==> config.mk <==
export PLATFORM = sky130hd
export DESIGN_NAME = muldiv_unit
export DESIGN_NICKNAME = d
export VERILOG_FILES = /design/src/rtl/muldiv_unit.sv
export SDC_FILE = /design/constraint.sdc
export NUM_CORES = 1
export LEC_CHECK = 0
export ABC_AREA = 1
export ABC_CLOCK_PERIOD_IN_PS = 2600
export CORE_MARGIN = 2
export CORE_UTILIZATION = 45
export CTS_CLUSTER_DIAMETER = 150
export DETAILED_ROUTE_END_ITERATION = 10
export PLACE_DENSITY = 0.76
export SLEW_MARGIN = 20
export SYNTH_ARGS = -nofsm -noshare
export SYNTH_HDL_FRONTEND = slang
export SYNTH_SLANG_ARGS = --single-unit
==> constraint.sdc <==
create_clock -name clk_i -period 2.6 [get_ports clk_i]
set_clock_uncertainty 0.15 [all_clocks]
set_input_delay 0.26 -clock clk_i [delete_from_list [all_inputs] [get_ports clk_i]]
set_output_delay 0.26 -clock clk_i [all_outputs]
set_load 0.005 [all_outputs]
==> src/rtl/muldiv_unit.sv <==
// Iterative RV32M multiply/divide unit: one radix-2 step per cycle, fixed
// XLEN+1 cycle latency from the accepting edge to the result_valid_o pulse.
module muldiv_unit #(
    parameter int XLEN = 32
) (
    input  logic            clk_i,
    input  logic            rst_ni,
    input  logic            valid_i,
    output logic            ready_o,
    input  logic [2:0]      op_i,
    input  logic [XLEN-1:0] operand_a_i,
    input  logic [XLEN-1:0] operand_b_i,
    input  logic            kill_i,
    output logic [XLEN-1:0] result_o,
    output logic            result_valid_o,
    output logic            busy_o
);

    localparam logic [1:0] S_IDLE = 2'd0;
    localparam logic [1:0] S_CALC = 2'd1;
    localparam logic [1:0] S_DONE = 2'd2;

    localparam int CW = (XLEN > 1) ? $clog2(XLEN) : 1;

    localparam logic [2:0] OP_MUL    = 3'b000;
    localparam logic [2:0] OP_MULH   = 3'b001;
    localparam logic [2:0] OP_MULHSU = 3'b010;
    localparam logic [2:0] OP_MULHU  = 3'b011;
    localparam logic [2:0] OP_DIV    = 3'b100;
    localparam logic [2:0] OP_DIVU   = 3'b101;
    localparam logic [2:0] OP_REM    = 3'b110;
    localparam logic [2:0] OP_REMU   = 3'b111;

    logic [1:0]      state;
    logic [CW-1:0]   cnt;
    logic [2:0]      op_q;
    logic            neg_q;
    logic            div0_q;
    logic [XLEN-1:0] a_q;
    logic [XLEN-1:0] b_mag_q;
    // hi_q: product high half / partial remainder; lo_q: multiplier / quotient
    logic [XLEN-1:0] hi_q;
    logic [XLEN-1:0] lo_q;

    // Operand decode at acceptance
    logic            a_signed, b_signed, a_neg, b_neg, neg_in;
    logic [XLEN-1:0] a_mag, b_mag;

    always_comb begin
        a_signed = (op_i == OP_MULH) || (op_i == OP_MULHSU) ||
                   (op_i == OP_DIV)  || (op_i == OP_REM);
        b_signed = (op_i == OP_MULH) || (op_i == OP_DIV) || (op_i == OP_REM);
        a_neg    = a_signed && operand_a_i[XLEN-1];
        b_neg    = b_signed && operand_b_i[XLEN-1];
        a_mag    = a_neg ? -operand_a_i : operand_a_i;
        b_mag    = b_neg ? -operand_b_i : operand_b_i;
        // Remainder takes the dividend's sign; everything else the XOR of both
        neg_in   = (op_i[2] && op_i[1]) ? a_neg : (a_neg ^ b_neg);
    end

    // One radix-2 step
    logic [XLEN:0]   mul_addend, mul_sum, div_shift, div_diff;
    logic [XLEN-1:0] hi_nxt, lo_nxt;

    always_comb begin
        mul_addend = '0;
        hi_nxt     = hi_q;
        lo_nxt     = lo_q;
        if (lo_q[0]) mul_addend = {1'b0, b_mag_q};
        mul_sum   = {1'b0, hi_q} + mul_addend;
        div_shift = {hi_q, lo_q[XLEN-1]};
        div_diff  = div_shift - {1'b0, b_mag_q};
        if (op_q[2]) begin
            if (!div_diff[XLEN]) begin
                hi_nxt = div_diff[XLEN-1:0];
                lo_nxt = {lo_q[XLEN-2:0], 1'b1};
            end else begin
                hi_nxt = div_shift[XLEN-1:0];
                lo_nxt = {lo_q[XLEN-2:0], 1'b0};
            end
        end else begin
            hi_nxt = mul_sum[XLEN:1];
            lo_nxt = {mul_sum[0], lo_q[XLEN-1:1]};
        end
    end

    // Sign fix-up and result selection, used in DONE
    logic [2*XLEN-1:0] prod_s;
    logic [XLEN-1:0]   quo_s, rem_s, final_res;

    always_comb begin
        prod_s = neg_q ? -{hi_q, lo_q} : {hi_q, lo_q};
        quo_s  = neg_q ? -lo_q : lo_q;
        rem_s  = neg_q ? -hi_q : hi_q;
        case (op_q)
            OP_MUL:                       final_res = prod_s[XLEN-1:0];
            OP_MULH, OP_MULHSU, OP_MULHU: final_res = prod_s[2*XLEN-1:XLEN];
            OP_DIV, OP_DIVU:              final_res = div0_q ? '1 : quo_s;
            default:                      final_res = div0_q ? a_q : rem_s;
        endcase
    end

    // NOTE: all state uses non-blocking assignments so every register samples pre-edge values.
    always_ff @(posedge clk_i or negedge rst_ni) begin
        if (!rst_ni) begin
            state          <= S_IDLE;
            cnt            <= '0;
            op_q           <= '0;
            neg_q          <= 1'b0;
            div0_q         <= 1'b0;
            a_q            <= '0;
            b_mag_q        <= '0;
            hi_q           <= '0;
            lo_q           <= '0;
            result_o       <= '0;
            result_valid_o <= 1'b0;
        end else begin
            result_valid_o <= (state == S_DONE) && !kill_i;
            if ((state == S_DONE) && !kill_i) result_o <= final_res;
            case (state)
                S_IDLE: begin
                    if (valid_i && !kill_i) begin
                        state   <= S_CALC;
                        cnt     <= CW'(XLEN - 1);
                        op_q    <= op_i;
                        neg_q   <= neg_in;
                        div0_q  <= op_i[2] && (operand_b_i == '0);
                        a_q     <= operand_a_i;
                        b_mag_q <= b_mag;
                        hi_q    <= '0;
                        lo_q    <= a_mag;
                    end
                end
                S_CALC: begin
                    if (kill_i) begin
                        state <= S_IDLE;
                    end else begin
                        hi_q <= hi_nxt;
                        lo_q <= lo_nxt;
                        cnt  <= cnt - 1'b1;
                        if (cnt == '0) state <= S_DONE;
                    end
                end
                default: state <= S_IDLE;
            endcase
        end
    end

    assign ready_o = (state == S_IDLE);
    assign busy_o  = (state != S_IDLE);

endmodule

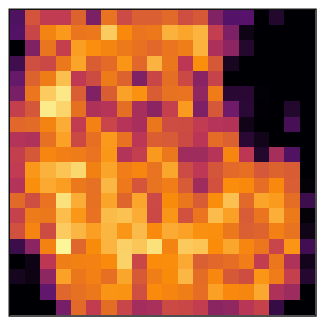
**Above:** cell density map.
Drawn at 1.5 px/um. 20 x 20 tiles, from black (low) to pale yellow (high), 0 to 100% covered.
emptiest ninth of the die: upper right
mean over tiles: 54%
nearly empty tiles: 12%
tiles over 75% full: 21%
Pre-Place Util: 45.3%
Core Footprint: 39,500 um^2
final core occ: 57.7%

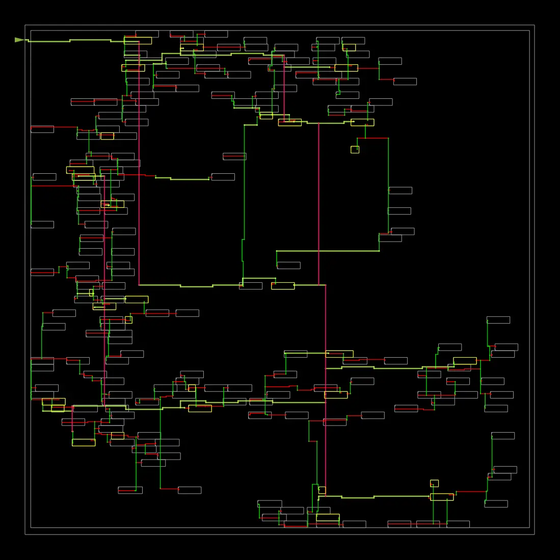
**Above:** clock wiring as the flow saved it.
CTS Buf Count: 17
clock sinks: 173
clock buffer count: 23
Flops: 173
clock latency on the worst-skew pair: 500 ps

==> impl_metrics.ini <==
; yosys + openroad results
[outcome]
outcome = complete, no violations

[worst_setup_path]
worstSetupPathType = reg2reg
critPathTopFamily = simple AND/OR/NAND/NOR gates
rr_endpoint = hi_q[23]$_DFFE_PN0P_
cp_num_cells = 15
critical_path.max_stage_delay_ps = 470

[logic_synthesis]
yosysCellCount = 3077
edf_count = 0
top_area_share_pct = 24.2
yosysTopAreaCell = dfrtp_1
xor_area_share_pct = 3.42
area_leaders = dfrtp_1 (24%), nand2_1 (19%), nand3_1 (8.9%)
flop_cell = dfrtp_1
logic_family = simple AND/OR/NAND/NOR gates

[sta]
rsz0062_at_grt = true
max_freq_mhz = 394
worst_pin_slew_ps = 702
finalSetupTns_ps = 0
period_needed_ps = 2540
fin_hold_ws_ps = 25.5

[pwr]
leakage_nw = 11.5
sequentialPower_mw = 4.17
internal_power_mw = 10.7
powerClk_mw = 2.86
p_comb_share_pct = 68.0
p_clk_share_pct = 13.0
switchingPower_mw = 11.3
maxPowerGroup = combinational logic
pg_comb_mw = 15.0

[global_route]
grt_pass1_wl_mm = 106
met2_usage_pct = 49.6

[layout]
antennaDiodeCount = 0
area_growth_pct = 27.4
finalNetCount = 3490

[routing]
met1_length_mm = 29.9
routed-wl-met3_mm = 6.71
via_count = 21600
drc = 0
wl_per_cell_um = 18.0
dr.first_iter.drc_count = 2536
ant_nets = 0
vias_per_cell = 5.56
wl_met2_mm = 30.2

[die]
chip_area_um2 = 41400

[cts]
post_cts_resized = 18
cts_tree = done

[placed_design]
finalWeightedCongestion = 1.10
place_ws_ps = -54.8

[job]
drv_cap = 0
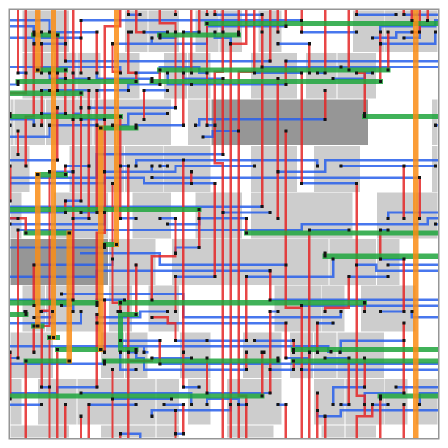
**Above:** zoomed window.
Window x 89 to 114, y 89 to 114 um. Cells in grey, sequential cells in the stronger grey; small squares are vias.
| colour | layer |
|---|---|
| red | met2 |
| green | met3 |
| blue | met1 |
| orange | met4 |
cells with their middle in the window: 65
sequential cells in the window: 2
netlist names of flops here include: result_o (2)
most frequent: nand2_1 (14), buf_4 (10), nand3_1 (6)

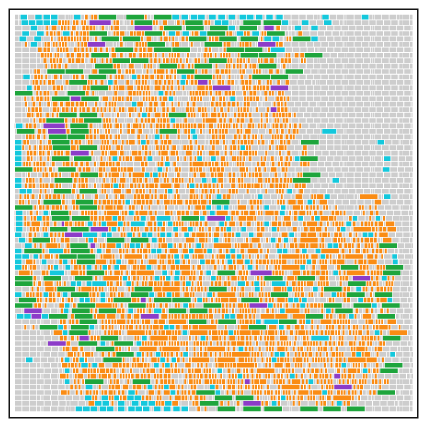
**Above:** placement by cell class.
Drawn at 2 px/um. Fill, decap, tap and diode cells in grey.
| colour | class | cells | share of their area |
|---|---|---|---|
| orange | all other logic | 2,809 | 64% |
| purple | clock drivers and dummy loads | 31 | 2.8% |
| green | flip-flops | 173 | 20% |
| cyan | other buffers and delay cells | 346 | 14% |

